[src/rtl/bht_pkg.sv]
// Shared types for the branch history table: 2-bit counter encoding and in-flight queue entry.
// Latency: n/a (types, constants and a pure function only).
// Backpressure: n/a.
package bht_pkg;

   // Width of the index field carried in each queue entry; must be >= the predictor's IDX_W.
   localparam int BHT_IDX_W = 4;

   typedef logic [1:0] ctr_t;

   localparam ctr_t CTR_SNT   = 2'b00;
   localparam ctr_t CTR_WNT   = 2'b01;
   localparam ctr_t CTR_WT    = 2'b10;
   localparam ctr_t CTR_ST    = 2'b11;
   localparam ctr_t CTR_RESET = CTR_WNT;

   typedef struct packed {
      logic [BHT_IDX_W-1:0] index;
      logic                 pred;
   } entry_t;

   // Saturating 2-bit update: taken moves toward ST, not-taken toward SNT.
   function automatic ctr_t ctr_update(input ctr_t ctr, input logic taken);
      ctr_t nxt;
      if (taken) begin
         nxt = (ctr == CTR_ST) ? CTR_ST : ctr + 2'b01;
      end else begin
         nxt = (ctr == CTR_SNT) ? CTR_SNT : ctr - 2'b01;
      end
      return nxt;
   endfunction

endpackage

[src/rtl/bht_inflight_fifo.sv]
// In-order queue of in-flight predictions with push, pop and whole-queue flush.
// Latency: head is combinational from storage; push visible at head one cycle later.
// Backpressure: push refused when full unless a pop happens in the same cycle; flush drops a same-cycle push.
module bht_inflight_fifo
   import bht_pkg::*;
#(
   parameter int DEPTH = 4
)
(
   input  logic   clk,
   input  logic   rst_n,
   input  logic   push,
   input  entry_t push_dat,
   input  logic   pop,
   input  logic   flush,
   output entry_t head_dat,
   output logic   full,
   output logic   empty
);

   localparam int PTR_W = $clog2(DEPTH);
   localparam logic [PTR_W:0] FULL_CNT = (PTR_W+1)'(DEPTH);

   entry_t           mem [DEPTH];
   logic [PTR_W-1:0] wr_ptr;
   logic [PTR_W-1:0] rd_ptr;
   logic [PTR_W:0]   count;
   logic             push_ok;
   logic             pop_ok;

   assign full     = (count == FULL_CNT);
   assign empty    = (count == '0);
   assign pop_ok   = pop && !empty;
   // A pop frees the slot the push writes, so full+pop still accepts the push.
   assign push_ok  = push && (!full || pop_ok) && !flush;
   assign head_dat = mem[rd_ptr];

   // Pointer and occupancy tracking; flush empties the queue after any same-cycle pop.
   always_ff @(posedge clk) begin
      if (!rst_n) begin
         wr_ptr <= '0;
         rd_ptr <= '0;
         count  <= '0;
      end else if (flush) begin
         wr_ptr <= '0;
         rd_ptr <= '0;
         count  <= '0;
      end else begin
         if (push_ok) wr_ptr <= wr_ptr + PTR_W'(1);
         if (pop_ok)  rd_ptr <= rd_ptr + PTR_W'(1);
         case ({push_ok, pop_ok})
            2'b10:   count <= count + (PTR_W+1)'(1);
            2'b01:   count <= count - (PTR_W+1)'(1);
            default: count <= count;
         endcase
      end
   end

   // Entry storage; contents need no reset because occupancy gates every read.
   always_ff @(posedge clk) begin
      if (push_ok) mem[wr_ptr] <= push_dat;
   end

endmodule

[src/rtl/bht_predictor.sv]
// Branch history table of 2-bit counters with an in-order in-flight queue feeding the miss comparator.
// Latency: prediction and comparator pair are registered, one cycle after the accepted lookup/resolve.
// Backpressure: QUEUE_FULL stalls lookups (a same-cycle resolve frees a slot); FLUSH drops lookups. Optional BHT_STATS_EN adds counters.
module bht_predictor
   import bht_pkg::*;
#(
   parameter int IDX_W = 4,
   parameter int DEPTH = 4,
   parameter int PC_W  = 32
)
(
   input  logic            CLK,
   input  logic            RESET,
   input  logic            LOOKUP_VALID,
   input  logic [PC_W-1:0] LOOKUP_PC,
   output logic            PRED_VALID,
   output logic            PRED_TAKEN,
   output logic            QUEUE_FULL,
   input  logic            RESOLVE_VALID,
   input  logic            OUTCOME,
   input  logic            FLUSH,
   output logic            CMP_VALID,
   output logic            CMP_OUTCOME,
   output logic            CMP_PREDICTION,
   output logic            RES_ERR
`ifdef BHT_STATS_EN
   ,
   output logic [15:0]     STAT_LOOKUPS,
   output logic [15:0]     STAT_MISSES
`endif
);

   ctr_t             ctr_q [2**IDX_W];
   logic [IDX_W-1:0] lookup_idx;
   logic [IDX_W-1:0] head_idx;
   logic             lookup_pred;
   logic             q_full;
   logic             q_empty;
   logic             pop;
   logic             accept;
   entry_t           push_ent;
   entry_t           head;
   logic             unused_pc_bits;

   // Word-aligned PC: the two low bits and the bits above the index never select an entry.
   assign lookup_idx     = LOOKUP_PC[IDX_W+1:2];
   assign unused_pc_bits = ^{LOOKUP_PC[PC_W-1:IDX_W+2], LOOKUP_PC[1:0]};

   // Read the pre-update counter: a same-cycle resolve to this index is not bypassed.
   assign lookup_pred = ctr_q[lookup_idx][1];

   assign pop    = RESOLVE_VALID && !q_empty;
   assign accept = LOOKUP_VALID && (!q_full || pop) && !FLUSH;

   assign push_ent.index = BHT_IDX_W'(lookup_idx);
   assign push_ent.pred  = lookup_pred;
   assign head_idx       = IDX_W'(head.index);
   assign QUEUE_FULL     = q_full;

   bht_inflight_fifo #(
      .DEPTH    (DEPTH)
   ) u_fifo (
      .clk      (CLK),
      .rst_n    (RESET),
      .push     (accept),
      .push_dat (push_ent),
      .pop      (RESOLVE_VALID),
      .flush    (FLUSH),
      .head_dat (head),
      .full     (q_full),
      .empty    (q_empty)
   );

   // Train the counter of the resolving branch; reset returns every entry to weakly not-taken.
   always_ff @(posedge CLK) begin
      if (!RESET) begin
         for (int i = 0; i < 2**IDX_W; i++) begin
            ctr_q[i] <= CTR_RESET;
         end
      end else if (pop) begin
         ctr_q[head_idx] <= ctr_update(ctr_q[head_idx], OUTCOME);
      end
   end

   // Registered one-cycle prediction, comparator pair and empty-resolve error pulse.
   always_ff @(posedge CLK) begin
      if (!RESET) begin
         PRED_VALID     <= 1'b0;
         PRED_TAKEN     <= 1'b0;
         CMP_VALID      <= 1'b0;
         CMP_OUTCOME    <= 1'b0;
         CMP_PREDICTION <= 1'b0;
         RES_ERR        <= 1'b0;
      end else begin
         PRED_VALID     <= accept;
         PRED_TAKEN     <= accept && lookup_pred;
         CMP_VALID      <= pop;
         CMP_OUTCOME    <= pop && OUTCOME;
         CMP_PREDICTION <= pop && head.pred;
         RES_ERR        <= RESOLVE_VALID && q_empty;
      end
   end

`ifdef BHT_STATS_EN
   // Saturating counts of accepted lookups and resolves whose outcome disagreed with the prediction.
   always_ff @(posedge CLK) begin
      if (!RESET) begin
         STAT_LOOKUPS <= 16'd0;
         STAT_MISSES  <= 16'd0;
      end else begin
         if (accept && (STAT_LOOKUPS != 16'hFFFF)) STAT_LOOKUPS <= STAT_LOOKUPS + 16'd1;
         if (pop && (OUTCOME != head.pred) && (STAT_MISSES != 16'hFFFF)) STAT_MISSES <= STAT_MISSES + 16'd1;
      end
   end
`endif

endmodule

[config.mk]
export PLATFORM = sky130hd
export DESIGN_NAME = bht_predictor
export DESIGN_NICKNAME = d
export VERILOG_FILES = /design/src/rtl/bht_pkg.sv /design/src/rtl/bht_inflight_fifo.sv /design/src/rtl/bht_predictor.sv
export SDC_FILE = /design/constraint.sdc
export NUM_CORES = 1
export LEC_CHECK = 0
export CAP_MARGIN = 20
export CORE_UTILIZATION = 59
export CTS_CLUSTER_DIAMETER = 50
export DETAILED_ROUTE_END_ITERATION = 8
export MAX_ROUTING_LAYER = met4
export PLACE_DENSITY = 0.91
export SLEW_MARGIN = 20
export SYNTH_ARGS = -nofsm -noshare
export SYNTH_HDL_FRONTEND = slang
export SYNTH_SLANG_ARGS = --single-unit
export TNS_END_PERCENT = 5
[constraint.sdc]
create_clock -name CLK -period 6.1 [get_ports CLK]
set_input_delay 1.525 -clock CLK [delete_from_list [all_inputs] [get_ports CLK]]
set_output_delay 1.525 -clock CLK [all_outputs]
set_load 0.01 [all_outputs]
### Supply network

The bar under the picture is 20 um long. Pins as bars on the die edge.
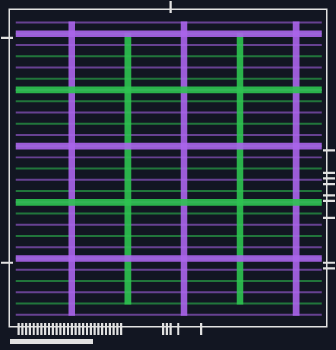
purple -> VSS
green -> VDD
met5 straps = 5
met4 straps = 5
rows = 26
met1 rails = 27

### Placed cells, one color a class

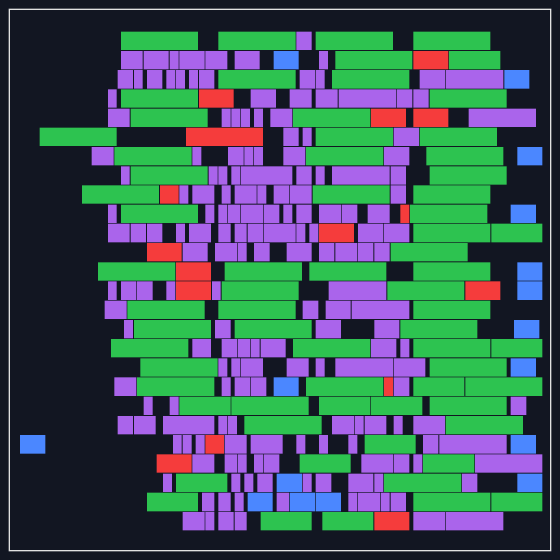
blue -> other buffers and delay cells  # cells 16, share of their area 4.5%
red -> clock drivers and dummy loads  # cells 16, share of their area 5.7%
purple -> all other logic  # cells 181, share of their area 37%
green -> flip-flops  # cells 67, share of their area 52%
total number of placement rows: 26
flop share of the area: 51.1%
Design Area, Final: 3650 um^2

==> summary.txt <==
Update from the flow run.

The via count of the first global-routing pass was roughly 2.2k. The first global-routing pass estimated 11100 um of wire. The timing report shows the most common cell along the critical path to be sky130_fd_sc_hd__nand2_1.

The highest attainable clock frequency is between 200 and 300 MHz. The synthesized area per cell is approximately 13 um^2. The routability congestion estimate is 0.891. For the final database, setup skew stands at around 0.0056 ns.

The layout summary lists the proportion of cells stronger than drive strength 1 as between 10% and 20%. In the Yosys report, the sequential cells make up a little under three fifths of the chip area. For the worst flop-to-flop path, the logic depth is 6. Setup repair after global routing left no endpoint under its margin. The leakage power in the latest report is 1.22 nW. The iteration count recorded for the first detailed-route pass is 6. STA classifies the critical path startpoint as an input port.

The path class of the lowest-slack min-delay path is flip-flop to flip-flop. The standard cell core area is roughly 5200 um^2. The total global routing track utilization is a little over a quarter. Looking at the cell usage after synthesis, the top flip-flop cell is sky130_fd_sc_hd__edfxtp_1. The cell count listed in synth_stat.txt is between 200 and 300. The residual DRC count is 0.

The total of fill cells in the finished design is 330. The mapped netlist covers ~3300 um^2. The cell with the largest stage delay on the worst path is sky130_fd_sc_hd__clkdlybuf4s50_1. The arrival time at the worst endpoint is approximately 4.1 ns. The post-synthesis async set-or-reset flop share is 0%. The nature of the critical path endpoint is a flip-flop. CTS reports a maximum clock tree buffer depth of 2.

The number of buffers created by CTS is 9. Entering global routing, the biggest net connects 21 pins. In the final design database the tool counted roughly 320 nets. The maximum VDD drop is 0.159 mV. In the final report, the number of hold violations comes to 0. The vertical die dimension is roughly 76 um. The synthesized netlist cell count is 258. The kind of critical path is input port to flip-flop.

The I/O pin total is around 45. Total power normalized to cell area comes to ~270 nW/um^2. The sum of net half-perimeters after detailed placement is 4880 um.

The path with the worst hold slack has its endpoint at u_fifo.count[2]. For this sky-water flow run, the detailed-routed wirelength per cell is reported as roughly 21 um. Once synthesis finished, the tally of register bits stood at ~67.

The max-slew violation total from the final report is 0. The library cell used as clock root buffer is sky130_fd_sc_hd__clkbuf_8. In the layout the commonest cells are 52 x sky130_fd_sc_hd__edfxtp_1, 38 x sky130_fd_sc_hd__nand2_1, 19 x sky130_fd_sc_hd__nor2_1. The floorplan net count is a little over 300. The clock latency of the later-clocked register in the worst-skew pair is between 0.3 and 0.4 ns.

The H-tree was split into 3 levels. The critical-path maximum fanout is 19. The total inserted antenna cells is 0. The unique cell type count in the Yosys netlist is about 40. Cells fill between 60 and 70% of the core in the end. The number of port buffers is 16. The CTS tree is yes. The most used logic cell in the final layout is sky130_fd_sc_hd__edfxtp_1. The number of antenna violations at the first check in global routing is 0. The count of flip-flops with a built-in enable after synthesis is ~52. The synthesis-to-layout area growth is 11.5%. The post-CTS resize count is 0. Per the hold report, the tightest min-delay path originates at u_fifo.count[2]. The tree built by TritonCTS fans out to between 60 and 70 sinks. STA lists the endpoint of the worst register-to-register path as ctr_q[4][1]. The max-slew check reports its worst relative slack as 43.7%. Nets still carrying antenna violations after routing amount to 0. The setup check on the worst reg-to-reg path leaves a slack of between 2 and 3 ns. The cell sequence reported for the critical path is clkdlybuf4s50_1 > nand2_1 > or2_2 > inv_1 > nand2_1 > nor2_1 > nand2_1 > nor4_1. Buffers added to address setup during post-CTS repair amount to 0.

Once the floorplan was initialized, standard cells occupied between 60 and 70% of the core. The run finished with clean final reports. The number of warnings printed during yosys synthesis is 0. The required time at the worst-slack endpoint is roughly 6.3 ns. The number of DRC markers in iteration 0 is approximately 220. OpenROAD emitted warnings numbering 57.
### Clock distribution

The bar under the picture is 20 um long.
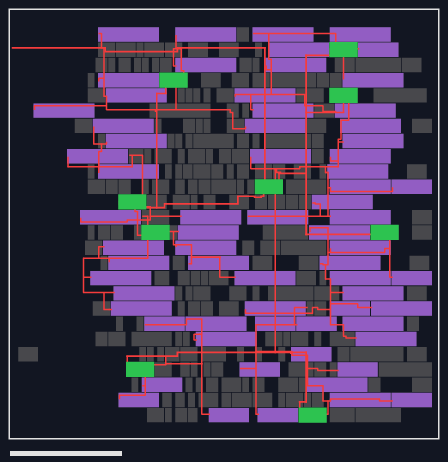
purple -> flip-flops  # count 67
green -> cells driving clock nets  # count 9
red -> clock wires  # length 852 um
routed clock nets = 10

### Metal layers overlaid

The bar under the picture is 20 um long.
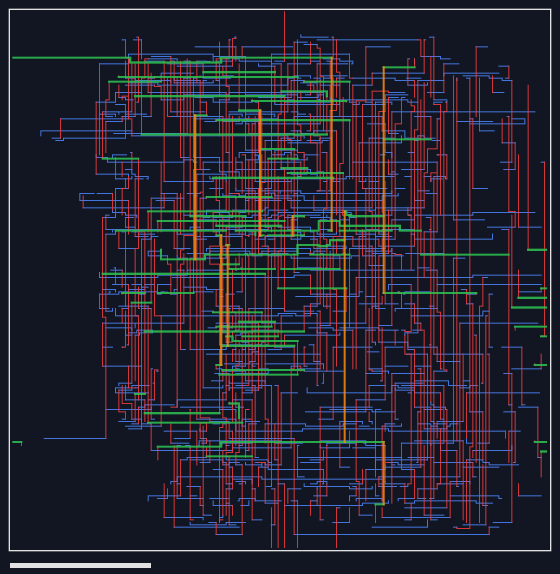
blue -> met1  # wire length 2660 um
red -> met2  # wire length 3790 um
orange -> met4  # wire length 171 um
green -> met3  # wire length 672 um
detailed-route wire length: 7290 um
count of vias placed by the detailed router: 2232

==> sequential cells by signal, summed over array words and instances, names as in the netlist, named ones only <==
name            flops
RES_ERR             1
ctr_q              32
PRED_VALID          1
PRED_TAKEN          1
u_fifo.rd_ptr       2
u_fifo.wr_ptr       2
CMP_PREDICTION      1
CMP_VALID           1
u_fifo.count        3
CMP_OUTCOME         1
u_fifo.mem         20
==> cell usage after synthesis, types with 4 or more instances <==
master                      n  share of area (%)
sky130_fd_sc_hd__edfxtp_1  52                 48
sky130_fd_sc_hd__buf_6      4                1.4
sky130_fd_sc_hd__ha_1       5                1.9
sky130_fd_sc_hd__dfxtp_1   15                9.2
sky130_fd_sc_hd__nand4b_1  15                4.0
sky130_fd_sc_hd__nand2_1   38                4.4
sky130_fd_sc_hd__mux4_2     7                4.8
sky130_fd_sc_hd__and2_1     7                1.3
sky130_fd_sc_hd__inv_1      9                1.0
sky130_fd_sc_hd__nor2_1    19                2.2
sky130_fd_sc_hd__o22ai_1    8                1.5
sky130_fd_sc_hd__nor4_1    15                2.9
sky130_fd_sc_hd__mux2i_1   17                5.2
==> report_power, final <==
group | total (mW) | switching, mW | leakage (nW) | internal (mW)
logic | 0.0862 | 0.0546 | 0.546 | 0.0316
clock network | 0.381 | 0.172 | 0.0963 | 0.210
registers | 0.505 | 0.00506 | 0.578 | 0.500
==> worst max path at each step <==
stage | from | endpoint
floorplan | RESOLVE_VALID | u_fifo.count[2]
global placement | RESET | ctr_q[6][0]
detailed placement | RESET | ctr_q[2][1]
CTS | RESET | ctr_q[2][1]
global route | RESET | ctr_q[2][1]
finish | RESET | ctr_q[2][1]
==> through the flow <==
step / power, mW / hold slack (ns) / cell area (um^2) / worst slack (ns) / cells
2_1_floorplan: 0.573 / 0.472 / 3270 / 2.77 / 258
3_3_place_gp: 0.594 / 0.483 / 3440 / 2.02 / 334
3_5_place_dp: 0.598 / 0.496 / 3440 / 1.88 / 334
4_1_cts: 0.968 / 0.506 / 3650 / 2.24 / 350
5_1_grt: 0.994 / 0.559 / 3650 / 1.99 / 350
6_report: 0.973 / 0.505 / 3650 / 2.20 / 350
==> cell families (layout without fill, tap and decap cells) <==
kind of cell    count (synthesis)  after routing  synth area share, %
compound gates                 17             17                 3.83
xor+xnor                        5              5                 1.34
fa+ha+maj                       6              6                 2.52
buf+inv                        19             41                 3.37
flops                          67             67                 56.9
mux                            27             27                 12.4
simple gates                  117            117                 19.6
==> per-layer routing <==
layer | track usage [%] | wire [um] | vias to the layer above
met5 | - | 0 | -
met4 | 15.6 | 171 | 0
met3 | 6.11 | 672 | 21
met2 | 45.9 | 3790 | 134
met1 | 30.0 | 2660 | 1067
li1 | - | - | 1010
==> cell type report <==
cell class              count  area (um^2)  share of cell area (%)
flip-flops and latches     67         1860                    51.1
multi-input cells         172         1300                    35.6
repair buffers             16          160                    4.39
clock buffers              12          155                    4.26
well taps                  70         87.6                    2.40
clock inverters             4         48.8                    1.34
inverters                   9         33.8                   0.927
==> worst max-delay path: cells and delay by family <==
family,cells,cell delay (ns)
simple gates,6,1.34
buf+inv,2,1.19
Power is estimated from default activity; no workload was simulated.
